Figure 1. Met1 routing.
Scale: 4 px per um.
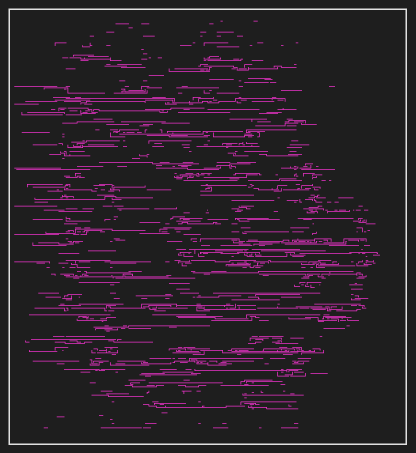
Figure 2. Routing congestion.
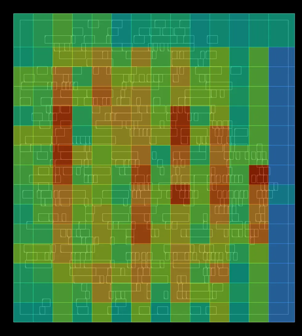
Figure 3. Placed cells, one colour a class.
Scale: 3 px per um.
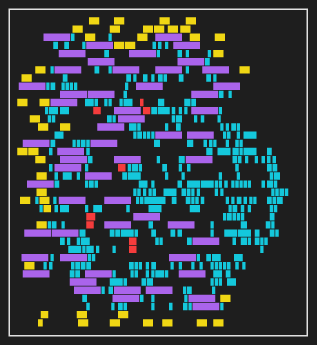
Figure 4. Zoomed window.
Window x 12 to 37, y 69 to 94 um. Cells in grey, sequential cells in the stronger grey; small squares are vias.
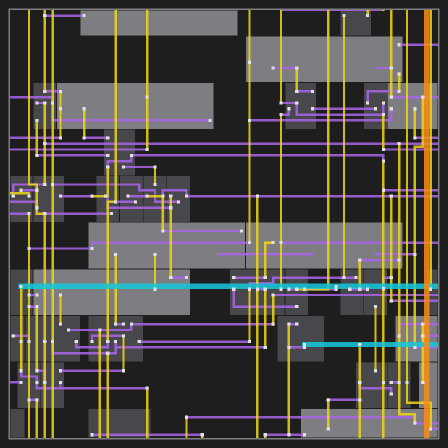
Figure 5. Sizing map.
Scale: 3 px per um.
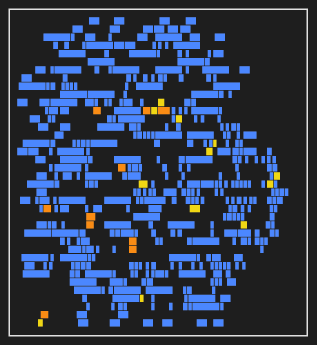
`config.mk`:
```
export PLATFORM = sky130hd
export DESIGN_NAME = booth_seq_mult
export DESIGN_NICKNAME = d
export VERILOG_FILES = /design/src/rtl/booth_seq_mult.sv
export SDC_FILE = /design/constraint.sdc
export NUM_CORES = 1
export LEC_CHECK = 0
export ABC_AREA = 1
export CORE_ASPECT_RATIO = 1.1
export CORE_MARGIN = 2
export CORE_UTILIZATION = 30
export CTS_BUF_LIST = sky130_fd_sc_hd__clkbuf_4
export DETAILED_ROUTE_END_ITERATION = 6
export PLACE_DENSITY = 0.46
export SYNTH_ARGS = -nofsm -noshare
export SYNTH_HDL_FRONTEND = slang
export SYNTH_SLANG_ARGS = --single-unit
```
`constraint.sdc`:
```
create_clock -name clk -period 6.29 [get_ports clk]
set_input_delay 0.9435 -clock clk [delete_from_list [all_inputs] [get_ports clk]]
set_output_delay 0.9435 -clock clk [all_outputs]
set_load 0.01 [all_outputs]
```
`src/rtl/booth_seq_mult.sv`:
```
// Sequential radix-2 Booth signed multiplier: one Booth step per clock, W steps per product.
// Produces the full 2W-bit product plus a W-bit saturated copy for the downstream adder.
module booth_seq_mult #(
  parameter int W = 8
) (
  input  logic             clk,
  input  logic             rst_n,
  input  logic             start,
  input  logic [W-1:0]     a,
  input  logic [W-1:0]     b,
  output logic             busy,
  output logic             done,
  output logic [2*W-1:0]   prod,
  output logic [W-1:0]     prod_sat
);

  localparam int CW = $clog2(W + 1);

  typedef enum logic [1:0] {
    S_IDLE,
    S_RUN,
    S_DONE
  } state_t;

  state_t          r_state;
  state_t          w_state_next;
  logic [W:0]      r_m;
  logic [W:0]      r_a;
  logic [W-1:0]    r_q;
  logic            r_q_m1;
  logic [CW-1:0]   r_cnt;

  logic [W:0]      w_sum;
  logic [W:0]      w_a_sh;
  logic [W-1:0]    w_q_sh;
  logic [2*W-1:0]  w_prod;
  logic [W-1:0]    w_sat;
  logic [W:0]      w_hi;
  logic            w_last;
  logic            w_accept;

  // Booth add/subtract on a W+1 bit accumulator so M = -2^(W-1) cannot overflow.
  always_comb begin
    w_sum = r_a;
    case ({r_q[0], r_q_m1})
      2'b10:   w_sum = r_a - r_m;
      2'b01:   w_sum = r_a + r_m;
      default: w_sum = r_a;
    endcase
    w_a_sh = {w_sum[W], w_sum[W:1]};
    w_q_sh = {w_sum[0], r_q[W-1:1]};
    w_prod = {w_a_sh[W-1:0], w_q_sh};
    w_last = (r_cnt == CW'(W - 1));
  end

  // The product fits in W signed bits exactly when its top W+1 bits all match.
  always_comb begin
    w_hi = w_prod[2*W-1:W-1];
    if ((w_hi == '0) || (w_hi == '1)) begin
      w_sat = w_prod[W-1:0];
    end else if (w_prod[2*W-1]) begin
      w_sat = {1'b1, {(W-1){1'b0}}};
    end else begin
      w_sat = {1'b0, {(W-1){1'b1}}};
    end
  end

  always_ff @(posedge clk or negedge rst_n) begin
    if (!rst_n) begin
      r_state <= S_IDLE;
    end else begin
      r_state <= w_state_next;
    end
  end

  always_comb begin
    w_state_next = r_state;
    busy         = 1'b0;
    done         = 1'b0;
    w_accept     = 1'b0;
    case (r_state)
      S_IDLE: begin
        if (start) begin
          w_accept     = 1'b1;
          w_state_next = S_RUN;
        end
      end
      S_RUN: begin
        busy = 1'b1;
        if (w_last) begin
          w_state_next = S_DONE;
        end
      end
      S_DONE: begin
        done = 1'b1;
        if (start) begin
          w_accept     = 1'b1;
          w_state_next = S_RUN;
        end else begin
          w_state_next = S_IDLE;
        end
      end
      default: w_state_next = S_IDLE;
    endcase
  end

  always_ff @(posedge clk or negedge rst_n) begin
    if (!rst_n) begin
      r_m      <= '0;
      r_a      <= '0;
      r_q      <= '0;
      r_q_m1   <= 1'b0;
      r_cnt    <= '0;
      prod     <= '0;
      prod_sat <= '0;
    end else if (w_accept) begin
      r_m    <= {a[W-1], a};
      r_q    <= b;
      r_a    <= '0;
      r_q_m1 <= 1'b0;
      r_cnt  <= '0;
    end else if (r_state == S_RUN) begin
      r_a    <= w_a_sh;
      r_q    <= w_q_sh;
      r_q_m1 <= r_q[0];
      r_cnt  <= r_cnt + CW'(1);
      if (w_last) begin
        prod     <= w_prod;
        prod_sat <= w_sat;
      end
    end
  end

endmodule

```
==> reports/metrics.yaml <==
finish:
  seq_cells: 55
  buffers: 46
  stdcell_area_mm2: 0.00358
  diodes: 0
  mostFrequentLayoutCells: "nand2_1, dfrtp_1, inv_1, clkdlybuf4s50_1, o21ai_0"
  final-clk-cell-share_pct: 1.61
  clkbuf_count: 5
  largest_register_ffs: 16
  seq_share_pct: 38.4
  final_common_cell: "nand2_1"
timing:
  final-setup-viol-count: 0
  worst_pin_slew_ns: 1.02
  finalHoldViolCount: 0
  max_freq_mhz: 310
  finalClockSkew_ns: 0.0154
worst_setup_path:
  r2r-end: "prod_sat[0]$_DFFE_PN0P_"
  crit_type: "reg2out"
  critical_path.max_fanout: 23
route:
  wl_met3_um: 215
  vias: 2572
  vias_per_cell: 4.70
  route.met2.wl_mm: 3.58
  firstDrtPassIters: 4
yosys:
  flop_cell: "dfrtp_1"
  yosysUniqueCellTypes: 29
  ys.flops: 55
  edf_count: 0
  syn_area_mm2: 0.00297
  ys_sh_xor_pct: 1.77
hold_path:
  hold-path-endpoint: "r_cnt[3]$_DFFE_PN0P_"
  hp-class: "reg2reg"
  worstHoldPathCells: 1
global_route:
  grt_pass1_wl_mm: 12.7
placement:
  place_congestion: 0.865
floorplan:
  coreArea_mm2: 0.00975
  die_width_um: 98.9
  die_y_um: 108
clock_tree:
  clock_latency_ns: 0.38
  h-tree-depth: 2
  cts_hold_buffers: 0
  cts.sinks: 55
status:
  outcome: "finished, final reports clean"
About Figure 1:
main direction	horizontal
longest straight run	27.1 um
nets with wire on the layer	421
share of all routed wire	48%
wire length on this layer	3530 um

About Figure 2:
met3 Use GR: 1.94%
all-layer global routing usage: 14.7%
GRT met2 Usage: 25.1%
busiest grt layer: met2
WL/cell: 13.6 um

About Figure 3:
class	colour	cells
other buffers and delay cells	yellow	46
flip-flops	purple	55
all other logic	cyan	318
clock drivers and dummy loads	red	8

About Figure 4:
layer	colour
met2	yellow
met4	orange
met3	cyan
met1	purple
sequential cells in the window	7
netlist names of flops here include	r_q (3), prod (2), prod_sat (2)
most frequent	nand2_1 (8), dfrtp_1 (7)
cells with their middle in the window	31

About Figure 5:
size	colour	cells	share	most used
drive 3 to 4	orange	10	2.3%	clkbuf_4
drive 2	yellow	12	2.8%	nand2_2
drive 1 or less	blue	405	95%	nand2_1

